### src/rtl/spi_cmd_dispatcher_pkg.sv
// Shared definitions for the SPI command dispatcher: frame field positions,
// opcodes, error codes and FSM states.
package spi_cmd_dispatcher_pkg;

  localparam int OP_MSB      = 40;
  localparam int OP_LSB      = 37;
  localparam int CH_MSB      = 36;
  localparam int CH_LSB      = 34;
  localparam int RSVD_MSB    = 33;
  localparam int RSVD_LSB    = 32;
  localparam int PAYLOAD_MSB = 31;

  localparam logic [3:0] OP_WRITE  = 4'h1;
  localparam logic [3:0] OP_CHRST  = 4'h2;
  localparam logic [3:0] OP_STATUS = 4'h8;

  localparam logic [2:0] ERR_NONE    = 3'd0;
  localparam logic [2:0] ERR_LEN     = 3'd1;
  localparam logic [2:0] ERR_OP      = 3'd2;
  localparam logic [2:0] ERR_CH      = 3'd3;
  localparam logic [2:0] ERR_TIMEOUT = 3'd4;

  // Writers may raise busy up to 2 cycles after start, so busy is ignored this long.
  localparam logic [1:0] GRACE_CYC = 2'd3;

  typedef enum logic [2:0] {
    ST_IDLE,
    ST_CHECK,
    ST_DISPATCH,
    ST_WAIT,
    ST_ERR,
    ST_ACK
  } state_e;

endpackage

### src/rtl/spi_cmd_dispatcher.sv
// Consumes completed SPI command frames, validates them and hands WRITE payloads
// or soft-reset pulses to one of CH_NUM PLL config writers; tracks errors.
module spi_cmd_dispatcher
  import spi_cmd_dispatcher_pkg::*;
#(
  parameter int CMD_BIT_NUM = 41,
  parameter int CH_NUM      = 6,
  parameter int TIMEOUT_CYC = 65535
) (
  input  logic                   clk,
  input  logic                   rst,
  input  logic [CMD_BIT_NUM-1:0] cmd_data,
  input  logic [6:0]             cmd_num,
  input  logic                   cmd_dready,
  output logic                   cmd_ack,
  output logic [CH_NUM-1:0]      ch_start,
  output logic [CH_NUM-1:0]      ch_rst,
  output logic [31:0]            ch_word,
  input  logic [CH_NUM-1:0]      ch_busy,
  output logic [7:0]             err_cnt,
  output logic [2:0]             err_code,
  output logic                   disp_busy
);

  function automatic logic [CH_NUM-1:0] ch_onehot(input logic [2:0] idx);
    ch_onehot = '0;
    for (int i = 0; i < CH_NUM; i++) begin
      if (idx == 3'(i)) ch_onehot[i] = 1'b1;
    end
  endfunction

  state_e              state_q, state_d;
  logic [3:0]          op_q, op_d;
  logic [2:0]          ch_q, ch_d;
  logic [31:0]         payload_q, payload_d;
  logic [6:0]          num_q, num_d;
  logic [2:0]          code_q, code_d;
  logic [1:0]          grace_q, grace_d;
  logic [15:0]         timer_q, timer_d;
  logic [CH_NUM-1:0]   ch_start_q, ch_start_d;
  logic [CH_NUM-1:0]   ch_rst_q, ch_rst_d;
  logic [31:0]         ch_word_q, ch_word_d;
  logic [7:0]          err_cnt_q, err_cnt_d;
  logic [2:0]          err_code_q, err_code_d;
  logic                ack_q, disp_busy_q;

  logic [CH_NUM-1:0]   sel;
  logic                sel_busy;
  logic                ch_invalid;
  logic                op_known;
  state_e              done_state;
  logic                rsvd_unused;

  assign rsvd_unused = ^cmd_data[RSVD_MSB:RSVD_LSB];
  assign sel         = ch_onehot(ch_q);
  assign sel_busy    = |(ch_busy & sel);
  assign ch_invalid  = ({1'b0, ch_q} >= 4'(CH_NUM));
  assign op_known    = (op_q == OP_WRITE) || (op_q == OP_CHRST);
  // A master that dropped dready early gets no ack handshake.
  assign done_state  = cmd_dready ? ST_ACK : ST_IDLE;

  always_comb begin
    state_d    = state_q;
    op_d       = op_q;
    ch_d       = ch_q;
    payload_d  = payload_q;
    num_d      = num_q;
    code_d     = code_q;
    grace_d    = grace_q;
    timer_d    = timer_q;
    ch_start_d = '0;
    ch_rst_d   = '0;
    ch_word_d  = ch_word_q;
    err_cnt_d  = err_cnt_q;
    err_code_d = err_code_q;
    unique case (state_q)
      ST_IDLE: begin
        if (cmd_dready) begin
          op_d      = cmd_data[OP_MSB:OP_LSB];
          ch_d      = cmd_data[CH_MSB:CH_LSB];
          payload_d = cmd_data[PAYLOAD_MSB:0];
          num_d     = cmd_num;
          state_d   = ST_CHECK;
        end
      end
      ST_CHECK: begin
        if (num_q != 7'(CMD_BIT_NUM) && op_q != OP_STATUS) begin
          code_d  = ERR_LEN;
          state_d = ST_ERR;
        end else if (op_q == OP_STATUS) begin
          state_d = done_state;
        end else if (!op_known) begin
          code_d  = ERR_OP;
          state_d = ST_ERR;
        end else if (ch_invalid) begin
          code_d  = ERR_CH;
          state_d = ST_ERR;
        end else if (op_q == OP_WRITE) begin
          state_d = ST_DISPATCH;
        end else begin
          ch_rst_d = sel;
          state_d  = done_state;
        end
      end
      ST_DISPATCH: begin
        ch_word_d  = payload_q;
        ch_start_d = sel;
        grace_d    = '0;
        timer_d    = '0;
        state_d    = ST_WAIT;
      end
      ST_WAIT: begin
        if (grace_q != GRACE_CYC) begin
          grace_d = grace_q + 2'd1;
        end else if (!sel_busy) begin
          state_d = done_state;
        end else if (timer_q == 16'(TIMEOUT_CYC)) begin
          code_d  = ERR_TIMEOUT;
          state_d = ST_ERR;
        end else begin
          timer_d = timer_q + 16'd1;
        end
      end
      ST_ERR: begin
        err_code_d = code_q;
        if (err_cnt_q != 8'hFF) err_cnt_d = err_cnt_q + 8'd1;
        state_d = done_state;
      end
      ST_ACK: begin
        if (!cmd_dready) state_d = ST_IDLE;
      end
      default: state_d = ST_IDLE;
    endcase
  end

  always_ff @(posedge clk or posedge rst) begin
    if (rst) begin
      state_q     <= ST_IDLE;
      op_q        <= '0;
      ch_q        <= '0;
      payload_q   <= '0;
      num_q       <= '0;
      code_q      <= ERR_NONE;
      grace_q     <= '0;
      timer_q     <= '0;
      ch_start_q  <= '0;
      ch_rst_q    <= '0;
      ch_word_q   <= '0;
      err_cnt_q   <= '0;
      err_code_q  <= ERR_NONE;
      ack_q       <= 1'b0;
      disp_busy_q <= 1'b0;
    end else begin
      state_q     <= state_d;
      op_q        <= op_d;
      ch_q        <= ch_d;
      payload_q   <= payload_d;
      num_q       <= num_d;
      code_q      <= code_d;
      grace_q     <= grace_d;
      timer_q     <= timer_d;
      ch_start_q  <= ch_start_d;
      ch_rst_q    <= ch_rst_d;
      ch_word_q   <= ch_word_d;
      err_cnt_q   <= err_cnt_d;
      err_code_q  <= err_code_d;
      ack_q       <= (state_d == ST_ACK);
      disp_busy_q <= (state_d != ST_IDLE);
    end
  end

  assign cmd_ack   = ack_q;
  assign ch_start  = ch_start_q;
  assign ch_rst    = ch_rst_q;
  assign ch_word   = ch_word_q;
  assign err_cnt   = err_cnt_q;
  assign err_code  = err_code_q;
  assign disp_busy = disp_busy_q;

endmodule

### config.mk
export PLATFORM = sky130hd
export DESIGN_NAME = spi_cmd_dispatcher
export DESIGN_NICKNAME = d
export VERILOG_FILES = /design/src/rtl/spi_cmd_dispatcher_pkg.sv /design/src/rtl/spi_cmd_dispatcher.sv
export SDC_FILE = /design/constraint.sdc
export NUM_CORES = 1
export LEC_CHECK = 0
export CORE_MARGIN = 2
export CORE_UTILIZATION = 55
export DETAILED_ROUTE_END_ITERATION = 8
export PLACE_DENSITY = 0.87
export RECOVER_POWER = 25
export SYNTH_ARGS = -nofsm -noshare
export SYNTH_HDL_FRONTEND = slang
export SYNTH_SLANG_ARGS = --single-unit
### constraint.sdc
create_clock -name clk -period 7.63 [get_ports clk]
set_input_delay 1.526 -clock clk [delete_from_list [all_inputs] [get_ports clk]]
set_output_delay 1.526 -clock clk [all_outputs]
set_load 0.03 [all_outputs]
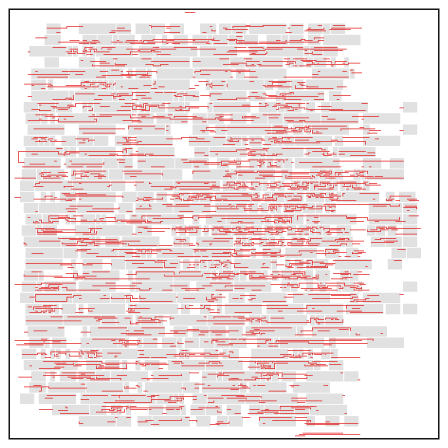
Fig. 1. Metal 1.
Cells faint in the background.
nets with wire on the layer = 599
wire length on this layer = 5210 microns
longest straight run = 24.4 microns
share of all routed wire = 38%
main direction = horizontal

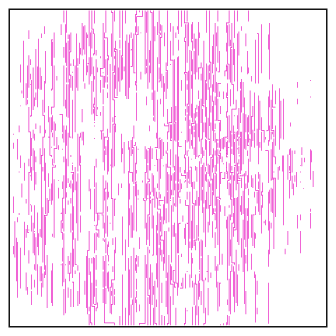
Fig. 2. Signal wires on met2.
longest straight run = 64.3 microns
main direction = vertical
wire length on this layer = 7080 microns

==> run notes <==
The flow completed. The flow ran to the end, but the final reports show violations. The final reports fail on capacitance limit, slew limit. At the pin with the least slew margin, the transition time is 1960 ps. Once placement completed, the tool counted placed cells totaling 720. Summing over every cut layer, the via total after detailed routing is 4290. Per STA, the highest per-stage delay on the worst path measures 1010 ps.

Buffers plus inverters on the worst setup path landed at 3. The leakage power in the latest report is 3.19 nW. The power report lists the combinational group at 0.000484 W.

Registers are responsible for 42.9% of the overall power. The run reported a max-capacitance violation count of 2. The die is 104 microns tall.

In the final layout, the share of cells above drive strength 1 is 15.7%. Row count landed at 36. The skew report gives the latency at the later pin of the worst-skew pair as 520 ps. After filler insertion, the fill cell instance count of the layout stands at 635. Clock slew seen by the registers of the worst setup and hold paths landed at 60 ps. Net switching power figure landed at 0.000670 W. The startpoint identified for the worst hold timing path is payload_q[6]$_DFFE_PP0P_.

In this run the critical path is formed by dlygate4sd3_1, clkinvlp_2, buf_4. The tree is rooted in a sky130_fd_sc_hd__clkbuf_8. CTS sink count landed at 127. By instance count after routing, the leading logic cell type is sky130_fd_sc_hd__dfrtp_1. Post-route DRC violation count landed at 0.

Sequential share of the synthesized area landed at 58.0%. Of the total power, the share spent switching nets is 29.1%. TritonCTS built the clock tree. Worst supply voltage drop on vdd landed at 0.195 mV. The largest individual stage delay along the critical path comes from the cell sky130_fd_sc_hd__clkinvlp_2.

The worst register-to-register path begins at state_q[0]$_DFF_PP0_. The internal portion of the total power is 0.00163 W. Post-CTS repair timing setup buffer count landed at 0.

Area occupied by multi-input gates landed at 2180 sq um. Following the worst setup path forward leads to its endpoint at payload_q[0]$_DFFE_PP0P_. Clock group share of total power landed at 36.1%. Worst-case register-to-register setup slack landed at 4450 ps. Looking at the clock tree report, the H-tree level count equals 4.

By instance count after routing, the leading logic cell types are sky130_fd_sc_hd__dfrtp_1 (127), sky130_fd_sc_hd__nand2_1 (122), sky130_fd_sc_hd__clkdlybuf4s50_1 (110). The min-delay analysis places its worst path in the category flip-flop to flip-flop. Summing all flip-flop and latch instances after layout gives 3180 sq um. STA classifies the critical path startpoint as an input port. Worst slew margin relative to its limit landed at -30.8%. The flow reports that combinational logic draws 21.0% of the design power.

For this run, the leading register cell type out of synthesis is sky130_fd_sc_hd__dfrtp_1. Post-placement worst setup slack landed at 3910 ps. Per the detailed-route log, wirelength across all metal layers totals 13700 microns.

Total sequential power landed at 0.000989 W. Final count of pins violating max slew landed at 83. The final layout reports a setup TNS of 0 ps. The critical path is of the input port to asynchronous set/reset pin type. As logged by OpenROAD, the buffers inserted on ports number 111. Worst hold path stage count landed at 2.

The via count of the first global-routing pass came to 4649. Smallest setup slack after layout landed at 3990 ps. Per the final timing report, the hold violations number 0.

Largest net degree at the start of global routing landed at 88. Yosys shows that the main logic family after synthesis is simple AND/OR/NAND/NOR gates. Per the CTS log, the buffer count on the longest clock path is 2. Final-report setup violation count landed at 0. In the floorplan report the effective utilization is 56.3%.

Peak clock frequency supported by timing landed at 275 MHz. Post-CTS repair changed the size of 0 cells. Overflow left after global routing landed at 0. Design area landed at 7310 sq um.

Clock network power consumption landed at 0.000831 W. After synthesis, the mean cell area works out to 11.1 sq um. The flow reported a cell area power density of 315 nW/um^2. Setup repair after global routing left no endpoint under its margin. The detail route stage leaves a number of antenna-violating nets equal to 0.

After Yosys synthesis, AND-OR and OR-AND compound gates account for 6.76% of the synthesized area. Number of nets at floorplan landed at 555. Once detailed placement completed, the half-perimeter wirelength came to 8660 microns. STA shows the worst min-delay path finishing at ch_word[6]$_DFFE_PP0P_.

Area of the core region landed at 9730 sq um. Fraction of the mapped netlist area in adder cells landed at 0.685%. The final weighted congestion recorded by global placement is 0.856. Top-level I/O count landed at 114.

Count of instantiated cells in the yosys netlist landed at 495. Xor-xnor portion of the synthesized cell area landed at 1.44%. STA lists the endpoint of the worst register-to-register path as timer_q[15]$_DFFE_PP0P_. Wire length of the first global-routing pass landed at 22500 microns.

The cell area that synthesis handed to floorplanning was 5480 sq um. In this run, CTS created clock tree buffers numbering 17. Violation count after the first detailed-route iteration landed at 348.

The iteration count recorded for the first detailed-route pass is 5. For reference, simple AND, OR, NAND and NOR cells occupy 18.4% of the area reported after synthesis. The kind of cell with the highest combined delay along the critical path is buffers and inverters. Cell count after synthesis landed at 495. Fraction of registers with async set or reset after synthesis landed at 100%. Share of cell area taken by muxes after synthesis landed at 12.4%.
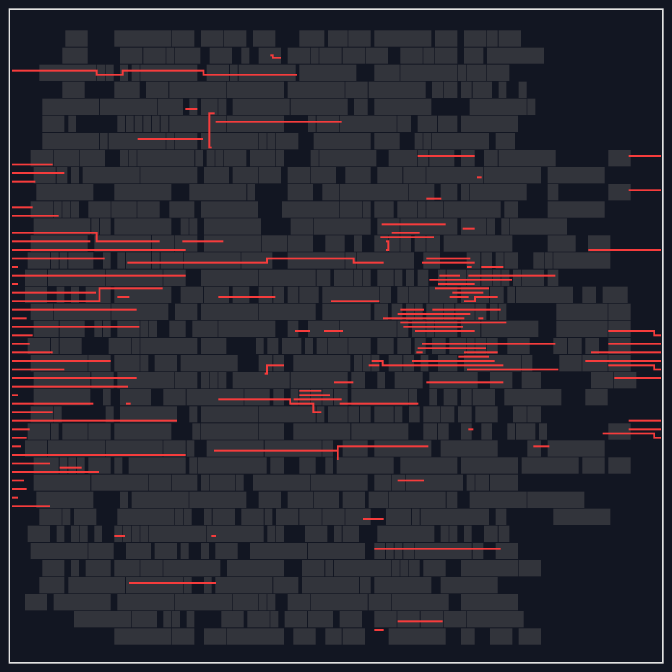
Fig. 3. M3 wires.
Cells faint in the background.
nets with wire on the layer = 89
share of all routed wire = 7.9%

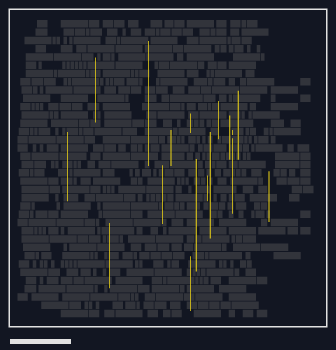
Fig. 4. Signal wires on met4.
Bar = 20 microns. Cells faint in the background.
longest straight run = 40.8 microns
wire length on this layer = 331 microns
share of all routed wire = 2.4%
main direction = vertical

-- metal layers --
metal	up-vias	wire [microns]	global-route usage (%)
met5	-	0	0
met4	0	330	11.0
met3	39	1080	9.50
met2	177	7080	45.5
met1	2123	5210	29.5
li1	1951	-	-
-- layout make-up --
cell class                      instances  share of cell area [%]
Clock buffer                           21                    6.15
Clock inverter                         11                    2.23
Inverter                                8                   0.428
Multi-Input combinational cell        337                    29.9
Sequential cell                       127                    43.5
Tap cell                              133                    2.28
Timing Repair Buffer                  115                    15.6
-- flip-flops by register name (all words and copies together) (netlist names), 4 cells and up --
signal     cells
ch_rst         6
num_q          7
timer_q       16
ch_start       6
err_cnt        8
op_q           4
payload_q     32
ch_word       32
Power figures rest on the tool's default switching activity, not on a simulated workload.
